### src/rtl/pipe_hazard_ctrl.sv
// pipe_hazard_ctrl: central sequencer for the 5-stage RISC-V pipeline.
// Produces enables/clears for PC and the four pipeline registers, resolves
// load-use and taken-branch hazards, and runs the Avalon-MM data-memory
// master for the access held in EX/MEM, freezing the pipe until it completes.
module pipe_hazard_ctrl #(
    parameter int TIMEOUT = 255,
    parameter int CNT_W   = 32
) (
    input  logic             CLK,
    input  logic             RST,
    input  logic [4:0]       ifid_rs1,
    input  logic [4:0]       ifid_rs2,
    input  logic             idex_memread,
    input  logic [4:0]       idex_rd,
    input  logic             exmem_memread,
    input  logic             exmem_memwrite,
    input  logic             exmem_branch,
    input  logic             exmem_zero,
    input  logic [31:0]      exmem_alures,
    input  logic [31:0]      exmem_reg2,
    input  logic             avm_waitrequest,
    input  logic             avm_readdatavalid,
    input  logic [31:0]      avm_readdata,
    output logic [31:0]      avm_address,
    output logic             avm_read,
    output logic             avm_write,
    output logic [31:0]      avm_writedata,
    output logic [3:0]       avm_byteenable,
    output logic [31:0]      mem_rdata,
    output logic             pc_en,
    output logic             ifid_en,
    output logic             idex_en,
    output logic             exmem_en,
    output logic             memwb_en,
    output logic             ifid_clr,
    output logic             idex_clr,
    output logic             exmem_clr,
    output logic             pc_src,
    output logic             bus_error,
    output logic [CNT_W-1:0] stall_cnt,
    output logic [CNT_W-1:0] flush_cnt
);

    localparam int WAIT_W = $clog2(TIMEOUT + 1);
    localparam logic [WAIT_W-1:0] WAIT_LAST = WAIT_W'(TIMEOUT - 1);

    localparam logic [1:0] S_IDLE  = 2'd0;
    localparam logic [1:0] S_REQ   = 2'd1;
    localparam logic [1:0] S_RDATA = 2'd2;
    localparam logic [1:0] S_DONE  = 2'd3;

    logic [1:0]        r_state;
    logic [WAIT_W-1:0] r_wait;
    logic              r_is_read;
    logic              r_read;
    logic              r_write;
    logic [31:0]       r_mem_rdata;
    logic              r_bus_error;
    logic [CNT_W-1:0]  r_stall_cnt;
    logic [CNT_W-1:0]  r_flush_cnt;

    logic w_mem_op;
    logic w_mem_busy;
    logic w_branch_taken;
    logic w_load_use;
    logic w_timeout;
    logic w_any_stall;

    // Performance counters stop at all-ones instead of wrapping.
    function automatic logic [CNT_W-1:0] sat_inc(input logic [CNT_W-1:0] v);
        return (&v) ? v : v + CNT_W'(1);
    endfunction

    // A load+store combination is treated as a load (read wins).
    assign w_mem_op       = exmem_memread | exmem_memwrite;
    assign w_mem_busy     = w_mem_op & (r_state != S_DONE);
    assign w_branch_taken = exmem_branch & exmem_zero;
    assign w_load_use     = idex_memread & (idex_rd != 5'd0) &
                            ((idex_rd == ifid_rs1) | (idex_rd == ifid_rs2));
    // Last allowed cycle in REQ/RDATA; the counter would hit TIMEOUT at this edge.
    assign w_timeout      = ((r_state == S_REQ) | (r_state == S_RDATA)) &
                            (r_wait == WAIT_LAST);

    // Address and data come straight from EX/MEM, which is frozen while busy.
    assign avm_address    = exmem_alures;
    assign avm_writedata  = exmem_reg2;
    assign avm_byteenable = 4'hF;
    assign avm_read       = r_read;
    assign avm_write      = r_write;
    assign mem_rdata      = r_mem_rdata;
    assign bus_error      = r_bus_error;
    assign stall_cnt      = r_stall_cnt;
    assign flush_cnt      = r_flush_cnt;

    // Avalon master FSM: issue strobe, wait for accept/data, abort on timeout.
    always_ff @(posedge CLK or posedge RST) begin
        if (RST) begin
            r_state     <= S_IDLE;
            r_wait      <= '0;
            r_is_read   <= 1'b0;
            r_read      <= 1'b0;
            r_write     <= 1'b0;
            r_mem_rdata <= '0;
            r_bus_error <= 1'b0;
        end else begin
            case (r_state)
                S_IDLE: begin
                    if (w_mem_op) begin
                        r_state   <= S_REQ;
                        r_is_read <= exmem_memread;
                        r_read    <= exmem_memread;
                        r_write   <= ~exmem_memread;
                        r_wait    <= '0;
                    end
                end
                S_REQ: begin
                    if (!avm_waitrequest) begin
                        r_read  <= 1'b0;
                        r_write <= 1'b0;
                        r_wait  <= '0;
                        r_state <= r_is_read ? S_RDATA : S_DONE;
                    end else if (w_timeout) begin
                        r_read      <= 1'b0;
                        r_write     <= 1'b0;
                        r_wait      <= '0;
                        r_bus_error <= 1'b1;
                        r_mem_rdata <= '0;
                        r_state     <= S_DONE;
                    end else begin
                        r_wait <= r_wait + WAIT_W'(1);
                    end
                end
                S_RDATA: begin
                    if (avm_readdatavalid) begin
                        r_mem_rdata <= avm_readdata;
                        r_wait      <= '0;
                        r_state     <= S_DONE;
                    end else if (w_timeout) begin
                        r_wait      <= '0;
                        r_bus_error <= 1'b1;
                        r_mem_rdata <= '0;
                        r_state     <= S_DONE;
                    end else begin
                        r_wait <= r_wait + WAIT_W'(1);
                    end
                end
                default: begin
                    r_state <= S_IDLE;
                end
            endcase
        end
    end

    // Hazard priority: memory freeze, then branch flush, then load-use bubble.
    always_comb begin
        pc_en     = 1'b1;
        ifid_en   = 1'b1;
        idex_en   = 1'b1;
        exmem_en  = 1'b1;
        memwb_en  = 1'b1;
        ifid_clr  = 1'b0;
        idex_clr  = 1'b0;
        exmem_clr = 1'b0;
        pc_src    = 1'b0;
        if (w_mem_busy) begin
            pc_en    = 1'b0;
            ifid_en  = 1'b0;
            idex_en  = 1'b0;
            exmem_en = 1'b0;
            memwb_en = 1'b0;
        end else if (w_branch_taken) begin
            pc_src    = 1'b1;
            ifid_clr  = 1'b1;
            idex_clr  = 1'b1;
            exmem_clr = 1'b1;
        end else if (w_load_use) begin
            // ID/EX keeps its enable; the clear overrides it to insert the bubble.
            pc_en    = 1'b0;
            ifid_en  = 1'b0;
            idex_clr = 1'b1;
        end
    end

    assign w_any_stall = ~(pc_en & ifid_en & idex_en & exmem_en & memwb_en);

    // Stall and flush event counters.
    always_ff @(posedge CLK or posedge RST) begin
        if (RST) begin
            r_stall_cnt <= '0;
            r_flush_cnt <= '0;
        end else begin
            if (w_any_stall)
                r_stall_cnt <= sat_inc(r_stall_cnt);
            if (w_branch_taken && !w_mem_busy)
                r_flush_cnt <= sat_inc(r_flush_cnt);
        end
    end

endmodule

### config.mk
export PLATFORM = sky130hd
export DESIGN_NAME = pipe_hazard_ctrl
export DESIGN_NICKNAME = d
export VERILOG_FILES = /design/src/rtl/pipe_hazard_ctrl.sv
export SDC_FILE = /design/constraint.sdc
export NUM_CORES = 1
export LEC_CHECK = 0
export CORE_AREA = 3 3 115 117
export DETAILED_ROUTE_END_ITERATION = 16
export DIE_AREA = 0 0 118 120
export DONT_BUFFER_PORTS = 1
export GPL_TIMING_DRIVEN = 0
export MAX_ROUTING_LAYER = met4
export PLACE_DENSITY = 0.66
export SLEW_MARGIN = 15
export SYNTH_ARGS = -nofsm -noshare
export SYNTH_HDL_FRONTEND = slang
export SYNTH_SLANG_ARGS = --single-unit
### constraint.sdc
create_clock -name CLK -period 9.6 [get_ports CLK]
set_input_delay 2.88 -clock CLK [delete_from_list [all_inputs] [get_ports CLK]]
set_output_delay 2.88 -clock CLK [all_outputs]
set_load 0.05 [all_outputs]
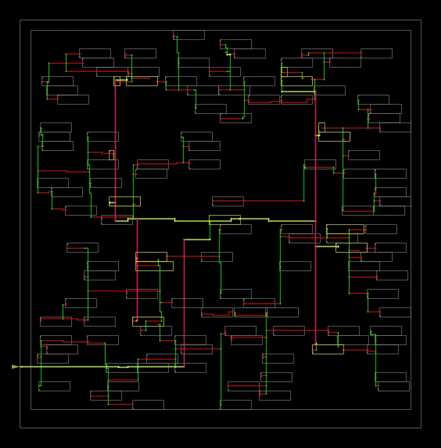
(clock routing)
TritonCTS Buffers: 9
Clock Latency Late Sink: 0.35 ns
Flop Count: 110
Worst Skew: 0.00829 ns

==> out/results.txt <==
Root buf cell: clkbuf_16
Max-cap check violation count: 0
PwrDens: 276 nW/um^2
Combinational share of cell area: 37.4%
Gr busiest metal: met2
Yosys warning tally: 0
Chip Area, Yosys: 5740 um^2
Syn Std Cell Area: 5740 um^2
Hold Vio Cnt, Final: 0
WP data required: 6.72 ns
Most frequent cells in the layout: 110 x dfrtp_1, 73 x buf_4, 49 x xnor2_1
Tap Cells: 172
CP max FO: 3
GR Util met3: 6.22%
Largest Pwr Group: registers
Number of enable flip-flop cells: 0
H-tree levels: 3
Hold EP: r_wait[7]
Clk pwr share: 22.3%
Worst R2R Path Depth: 9
Final-layout clock-cell area share: 4.82%
Reg2reg end: stall_cnt[26]
Hold path cells: 1
Post-DP Area: 6000 um^2
Basic Gates by Area: 17.0%
Period utilisation layout: 82.5%
Critical Path AT: 5.04 ns
Comb pwr: 0.395 mW
P&R area growth vs syn: 9.90%
Fillcell total: 1143
OpenROAD warnings: 31
Syn_area_per_cell: 10.7 um^2
MUX share of area: 0.567%
Core area: 12500 um^2
Post-detailed-route wirelength per cell: 18.6 um
Switching power: 0.809 mW
Comb_multi_in: 334
Pin count of the biggest net entering global routing: 67
Clock sinks: 110
Worst Hold Launch: r_wait[7]
Seq share, synth: 48.0%
Peak VDD IR: 183 uV
Outcome: completed
Cell-internal power: 0.933 mW
Initial antenna violation count: 2
Sw frac: 46.4%
Met2 Use GR: 30.9%
Logic area: 2360 um^2
Top comb family, area: simple AND/OR/NAND/NOR gates
Grt ovf: 0
CP peak stage delay: 0.92 ns
Primary FF master, synth: dfrtp_1
Ys cells: 538
Worst hold margin: 0.503 ns
Mapped Cells: 538
Crit-path slowest cell: a21oi_1
Worst path cell trace: or4_1 -> o211ai_2 -> inv_1 -> a21oi_1 -> buf_4
Buffer share of cell area: 9.90%
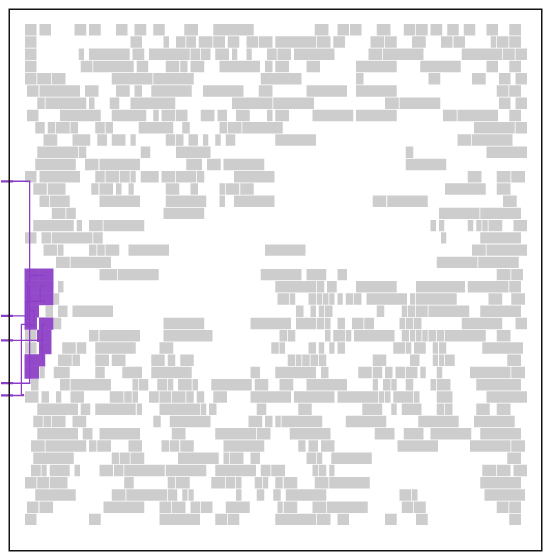
(I/O nets highlighted)
port	colour	bits	direction	edge	end cells	buffers	wire
idex_rd	purple	5	input	left	13	0	123 um

Power figures rest on the tool's default switching activity, not on a simulated workload.
